File: src/rtl/add_sched_pkg.sv
// add_sched shared definitions: default sizing and the response record.
// Imported by the scheduler top and its response FIFO.
package add_sched_pkg;

    localparam int NUM_REQ_DEF = 4;
    localparam int DW_DEF      = 9;
    localparam int IDW_DEF     = $clog2(NUM_REQ_DEF);
    localparam int RSP_DEPTH   = 2;
    localparam int CNT_W       = $clog2(RSP_DEPTH + 1);

    typedef struct packed {
        logic [IDW_DEF-1:0] id;
        logic [DW_DEF:0]    data;
    } rsp_t;

endpackage

File: src/rtl/add_sched_rsp_fifo.sv
// add_sched_rsp_fifo: in-order response buffer of RSP_DEPTH entries.
// Push and pop in the same cycle keep the count and the ordering.
module add_sched_rsp_fifo
    import add_sched_pkg::*;
#(
    parameter int W = $bits(rsp_t)
) (
    input  logic             clk,
    input  logic             rst_n,
    input  logic             push,
    input  logic             pop,
    input  logic [W-1:0]     wr_data,
    output logic [W-1:0]     rd_data,
    output logic [CNT_W-1:0] count
);

    localparam int AW = $clog2(RSP_DEPTH);

    logic [W-1:0]  mem [RSP_DEPTH];
    logic [AW-1:0] wr_ptr;
    logic [AW-1:0] rd_ptr;

    always_ff @(posedge clk) begin
        if (!rst_n) begin
            wr_ptr <= '0;
            rd_ptr <= '0;
            count  <= '0;
        end else begin
            if (push) begin
                mem[wr_ptr] <= wr_data;
                wr_ptr      <= wr_ptr + AW'(1);
            end
            if (pop) begin
                rd_ptr <= rd_ptr + AW'(1);
            end
            unique case ({push, pop})
                2'b10:   count <= count + CNT_W'(1);
                2'b01:   count <= count - CNT_W'(1);
                default: count <= count;
            endcase
        end
    end

    assign rd_data = mem[rd_ptr];

endmodule

File: src/rtl/add_sched.sv
// add_sched: round-robin sharing of one registered adder between
// NUM_REQ requesters, with tagged in-order responses.
module add_sched
    import add_sched_pkg::*;
#(
    parameter int NUM_REQ = NUM_REQ_DEF,
    parameter int DW      = DW_DEF
) (
    input  logic                  clk,
    input  logic                  rst_n,
    input  logic [NUM_REQ-1:0]    req_valid,
    output logic [NUM_REQ-1:0]    req_ready,
    input  logic [NUM_REQ*DW-1:0] req_a,
    input  logic [NUM_REQ*DW-1:0] req_b,
    output logic                  add_in_valid,
    output logic [DW-1:0]         add_in0,
    output logic [DW-1:0]         add_in1,
    input  logic [DW:0]           add_data_out,
    input  logic                  add_out_valid,
    output logic                  rsp_valid,
    input  logic                  rsp_ready,
    output logic [$clog2(NUM_REQ)-1:0] rsp_id,
    output logic [DW:0]           rsp_data,
    output logic                  err_unexp
);

    localparam int IDW = $clog2(NUM_REQ);
    localparam int OW  = CNT_W + 1;

    typedef struct packed {
        logic [IDW-1:0] id;
        logic [DW:0]    data;
    } rsp_w_t;

    logic [IDW-1:0]   rr_ptr;
    logic [IDW-1:0]   grant;
    logic [IDW-1:0]   inflight_id;
    logic             inflight_v;
    logic             found;
    logic             issue;
    logic             push;
    logic             pop;
    logic [CNT_W-1:0] count;
    logic [OW-1:0]    outst;
    logic [DW-1:0]    sel_a;
    logic [DW-1:0]    sel_b;
    rsp_w_t           wr_rsp;
    rsp_w_t           rd_rsp;

    // First pass searches from rr_ptr upward, second pass wraps.
    always_comb begin
        grant = '0;
        found = 1'b0;
        for (int i = 0; i < NUM_REQ; i++) begin
            if (!found && req_valid[i] && IDW'(i) >= rr_ptr) begin
                grant = IDW'(i);
                found = 1'b1;
            end
        end
        for (int i = 0; i < NUM_REQ; i++) begin
            if (!found && req_valid[i]) begin
                grant = IDW'(i);
                found = 1'b1;
            end
        end
    end

    always_comb begin
        sel_a = '0;
        sel_b = '0;
        for (int i = 0; i < NUM_REQ; i++) begin
            if (grant == IDW'(i)) begin
                sel_a = req_a[i*DW +: DW];
                sel_b = req_b[i*DW +: DW];
            end
        end
    end

    assign rsp_valid = (count != '0);
    assign pop       = rsp_valid & rsp_ready;
    assign outst     = {1'b0, count} + OW'(inflight_v);
    // A same-cycle pop frees a credit, keeping one issue per cycle.
    assign issue     = (|req_valid) & (outst < OW'(2) + OW'(pop));

    always_comb begin
        req_ready = '0;
        if (issue) begin
            req_ready[grant] = 1'b1;
        end
    end

    assign add_in_valid = issue;
    assign add_in0      = issue ? sel_a : '0;
    assign add_in1      = issue ? sel_b : '0;

    always_ff @(posedge clk) begin
        if (!rst_n) begin
            rr_ptr      <= '0;
            inflight_v  <= 1'b0;
            inflight_id <= '0;
            err_unexp   <= 1'b0;
        end else begin
            if (issue) begin
                rr_ptr      <= (grant == IDW'(NUM_REQ - 1)) ?
                               '0 : grant + IDW'(1);
                inflight_v  <= 1'b1;
                inflight_id <= grant;
            end else if (add_out_valid) begin
                inflight_v  <= 1'b0;
            end
            if (add_out_valid && !inflight_v) begin
                err_unexp <= 1'b1;
            end
        end
    end

    assign push   = add_out_valid & inflight_v;
    assign wr_rsp = '{id: inflight_id, data: add_data_out};

    add_sched_rsp_fifo #(
        .W($bits(rsp_w_t))
    ) u_fifo (
        .clk     (clk),
        .rst_n   (rst_n),
        .push    (push),
        .pop     (pop),
        .wr_data (wr_rsp),
        .rd_data (rd_rsp),
        .count   (count)
    );

    assign rsp_id   = rd_rsp.id;
    assign rsp_data = rd_rsp.data;

endmodule

File: config.mk
export PLATFORM = sky130hd
export DESIGN_NAME = add_sched
export DESIGN_NICKNAME = d
export VERILOG_FILES = /design/src/rtl/add_sched_pkg.sv /design/src/rtl/add_sched_rsp_fifo.sv /design/src/rtl/add_sched.sv
export SDC_FILE = /design/constraint.sdc
export NUM_CORES = 1
export LEC_CHECK = 0
export ABC_AREA = 1
export CAP_MARGIN = 10
export CORE_MARGIN = 2
export CORE_UTILIZATION = 38
export CTS_CLUSTER_DIAMETER = 120
export CTS_CLUSTER_SIZE = 28
export DETAILED_ROUTE_END_ITERATION = 8
export GPL_TIMING_DRIVEN = 0
export HOLD_SLACK_MARGIN = 0.03
export PLACE_DENSITY = 0.8
export SLEW_MARGIN = 10
export SYNTH_ARGS = -nofsm -noshare
export SYNTH_HDL_FRONTEND = slang
export SYNTH_SLANG_ARGS = --single-unit
File: constraint.sdc
create_clock -name clk -period 2.5 [get_ports clk]
set_clock_uncertainty 0.1 [all_clocks]
set_input_delay 0.375 -clock clk [delete_from_list [all_inputs] [get_ports clk]]
set_output_delay 0.375 -clock clk [all_outputs]
set_load 0.05 [all_outputs]
==> highlights.md <==
- 113% — share of the clock period used by the worst path after layout
- 0.951 ns — actual transition at the worst max-transition pin
- 0.000728 W — Seq group
- true — RSZ-0062 raised after global routing
- 35 — flops out of synthesis
- -4.38 ns — setup total negative slack
- 32 — tool warning count
- 0.06 ns — clock slew seen by the registers of the worst setup and hold paths
- combinational cells — top contributor to total power
- 480 — Non-Filler Instances
- 50.0% — switching power share of the total
- 2640 um — met1 routed wirelength after detailed routing
- 80.3 um — Die Ht
- 2 — number of levels in the clock H-tree
- 0 — Cells on Worst Hold Path
- 72 — Well-Tap Cells
- 0.00371 W — Logic power comb
- flip-flop — kind of start point of the critical path
- u_fifo.mem[0][9]$_DFFE_PP_ — Critical R2R Capture
- sky130_fd_sc_hd__edfxtp_1, sky130_fd_sc_hd__dfxtp_1, sky130_fd_sc_hd__a21oi_1 — main area contributors
- 4000 um — wire length on met2
- 15.3 um — Routed WL per cell
- met2 — Most Used Layer, Global Route
- 35 — CTS Sinks
- 0 — number of antenna violations at the first check in global routing
- 355 — number of nets at floorplan
- 6.12% — share of cell area taken by muxes after synthesis
- 223 — post-CTS sizing
- 0% — area fraction in xor and xnor cells
- 504 — NumNets Final
- 0.00240 W — total net switching power
- 80.3 um — Die Wd
- 77.4% — power share of the combinational group
- 0% — fraction of registers with async set or reset after synthesis
- 0.826 — placer congestion estimate
- sky130_fd_sc_hd__dfxtp_4 — slowest stage cell on the critical path
- sky130_fd_sc_hd__a21oi_1 — cell with the most instances after synthesis
- 258 — Gate Count Post-Synth
- 187 — layout multi-input combinational cell count
- 2.84 ns — clock period minus final worst setup slack
- 42.6% — share of the yosys chip area belonging to registers
- 8.56 um^2 — per-instance average area after synthesis
- 0 — yosys synthesis warning count
- 32.6% — top-area cell type share of the netlist area
- 353 MHz — highest achievable clock rate
- 0.76 ns — minimum setup slack among reg-to-reg paths
- 0.36 ns — Worst path max stage delay
- 4 — post-CTS repair timing setup buffer count
- -0.336 ns — Final WS setup
- 1.84% — Layout clock area frac
- yes — CTS tree
- u_fifo.mem[0][11]$_DFFE_PP_ — worst hold path endpoint
- 6 — count of clock-net buffers in the final layout
- 946 um^2 — Seq. cell area
- 14.1% — Simple-Gate Fraction of Synth Area
- 5.08 — vias per cell
- 38.6% — proportion of final cell area spent on non-clock buffers
- 10600 um — wire length of the first global-routing pass
- 15 — Worst path depth
- 387 — Fillers
- 2390 — via count of the first global-routing pass
- 7330 um — final routed wirelength across all metal layers
- 126 — Port Buf Inserts
- 1100 nW/um^2 — total power density per cell area
- 155 — Non-Clock Buffer Count
- 38.0% — share of layout cells above drive strength 1
- 7.5% — clock share of power
- u_fifo.mem — register with the most flip-flops
- 3720 um^2 — area post-placement
- met4 — highest metal layer with signal wires
- 0 — final hold violations
- 0.358 ns — hold_ws
- 2210 um^2 — netlist area before placement
- 24 — flip-flops with a built-in enable
- 19 — Setup-failing EPs final
- 25.3% — aoi share
- 1440 um^2 — multi-input logic area
- 0.00480 W — post-layout total power
- 22.2% — met1 GRT Util
- sky130_fd_sc_hd__clkdlybuf4s50_1 — commonest non-fill, non-tap cell in the layout
- 2 — Worst R2R Path Depth
- sky130_fd_sc_hd__buf_6 — most prevalent standard cell on the critical path
- 78 — violation count after the first detailed-routing iteration
- 2210 um^2 — chip area line of the yosys report
- sky130_fd_sc_hd__a21oi_1, sky130_fd_sc_hd__nor2_1, sky130_fd_sc_hd__edfxtp_1, sky130_fd_sc_hd__nand2_1, sky130_fd_sc_hd__o21ai_1 — most frequent cells after synthesis
- rr_ptr[0]$_SDFFE_PN0P_ — Critical Path Start
- 0 — post-detailed-route DRC marker count
- AND-OR/OR-AND gates — dominant kind of combinational cell
- 0 — Final Max Slew Viols
- 3.96% — adder and majority gate portion of the synthesized area
- 5230 um — detailed placer's ending HPWL
- inv_2, nand2_1, nand2_1, nand2_2, a21oi_4, nand2_4, inv_4, ha_4, buf_6, buf_6, a21oi_1, o21ai_2, o21ai_2, a21oi_4, buf_6 — cell-by-cell trace of the critical path
- 2.36 ns — critical path arrival
- 583 um — wire length on met3
- inflight_id[1]$_SDFFE_PN0P_ — launch point of the worst hold path
- 6 — critical path fanouts, max
- output pin — endpoint class of the critical path
- complete, but fails checks — result of the run
- 0.000358 W — Clk. pwr
- 33.2% — combinational fraction of the cell area
- 40.6% — Global Route met2 Usage
- 5.73% — M3 GR Usage
- 258 — yosys cell count
- 35 — flip-flops
- 0.00240 W — total internal power
- 0 — number of antenna-violating nets in the routed design
- add_in1[4] — crit path capture
- setup timing — violations in the final reports
- 6440 um^2 — Die ar.
- reg -> out — path type of the worst setup path
- 0 — number of maximum-capacitance violations
- 127 — boundary pin count
- 15.2% — power share of the sequential group
- 4 — first-pass detailed-route iteration total
- 24 — number of flip-flops under the largest register name
- 13 — maximum number of pins on one net before global-route repair
- 97.0% — Layout area overhead
- -1.49 ns — placement-stage worst setup slack
- sky130_fd_sc_hd__clkdlybuf4s50_1, sky130_fd_sc_hd__o21ai_1, sky130_fd_sc_hd__buf_6 — most frequently placed logic cells in the final layout
- AND-OR/OR-AND gates — crit-path leading delay family
- inflight_v$_SDFFE_PN0P_ — start of the worst register-to-register path
- 28 — tally of unique sky130hd cells used after synthesis
- 0.27 ns — Insertion Delay late pin
- 0 — ANT cells
Figure 1. Placement by cell class.
Bar = 20 um. Fill, decap, tap and diode cells in grey.
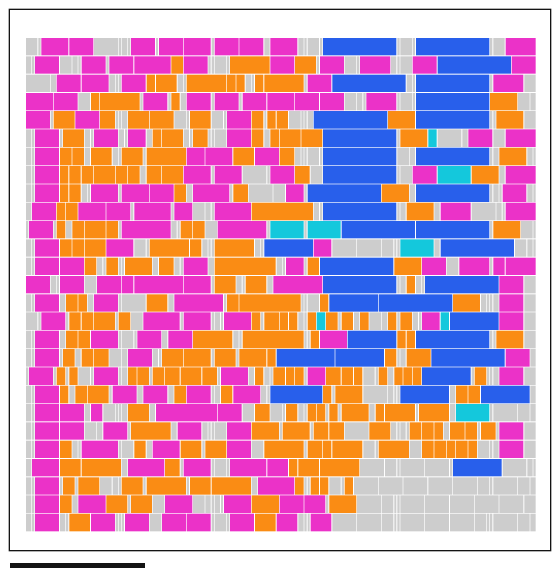
[orange] all other logic | cells: 210 | share of their area: 37%
[blue] flip-flops | cells: 35 | share of their area: 22%
[magenta] other buffers and delay cells | cells: 155 | share of their area: 39%
[cyan] clock drivers and dummy loads | cells: 8 | share of their area: 1.9%
total core area: 5570 um^2
final core occ: 78.1%
Site Rows: 27
Post-Layout Inst Area: 4350 um^2
fraction of standard cell area that is sequential: 21.7%

Figure 2. Signal wires by layer.
Bar = 20 um. Only two layers are drawn.
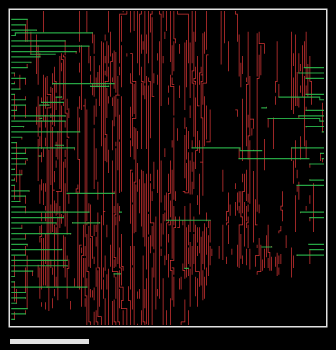
[red] met2 | wire length: 4000 um
[green] met3 | wire length: 584 um
overall fraction of global-route tracks in use: 21.3%
number of vias in the routed layout: 2438

Figure 3. Placement density heat map.
8 x 8 tiles, from black (low) to pale yellow (high), 0 to 100% covered.
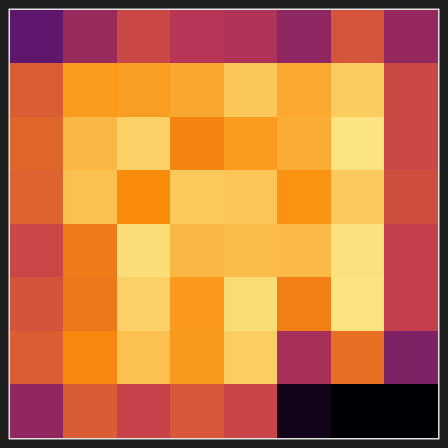
emptiest ninth of the die: south-east
tiles over 75% full: 45%
mean over tiles: 66%
fullest tile: 94%
nearly empty tiles: 3.1%
densest ninth of the die: centre
fp_density: 39.6%

No activity file was given, so power comes from the tool's default toggle rates.
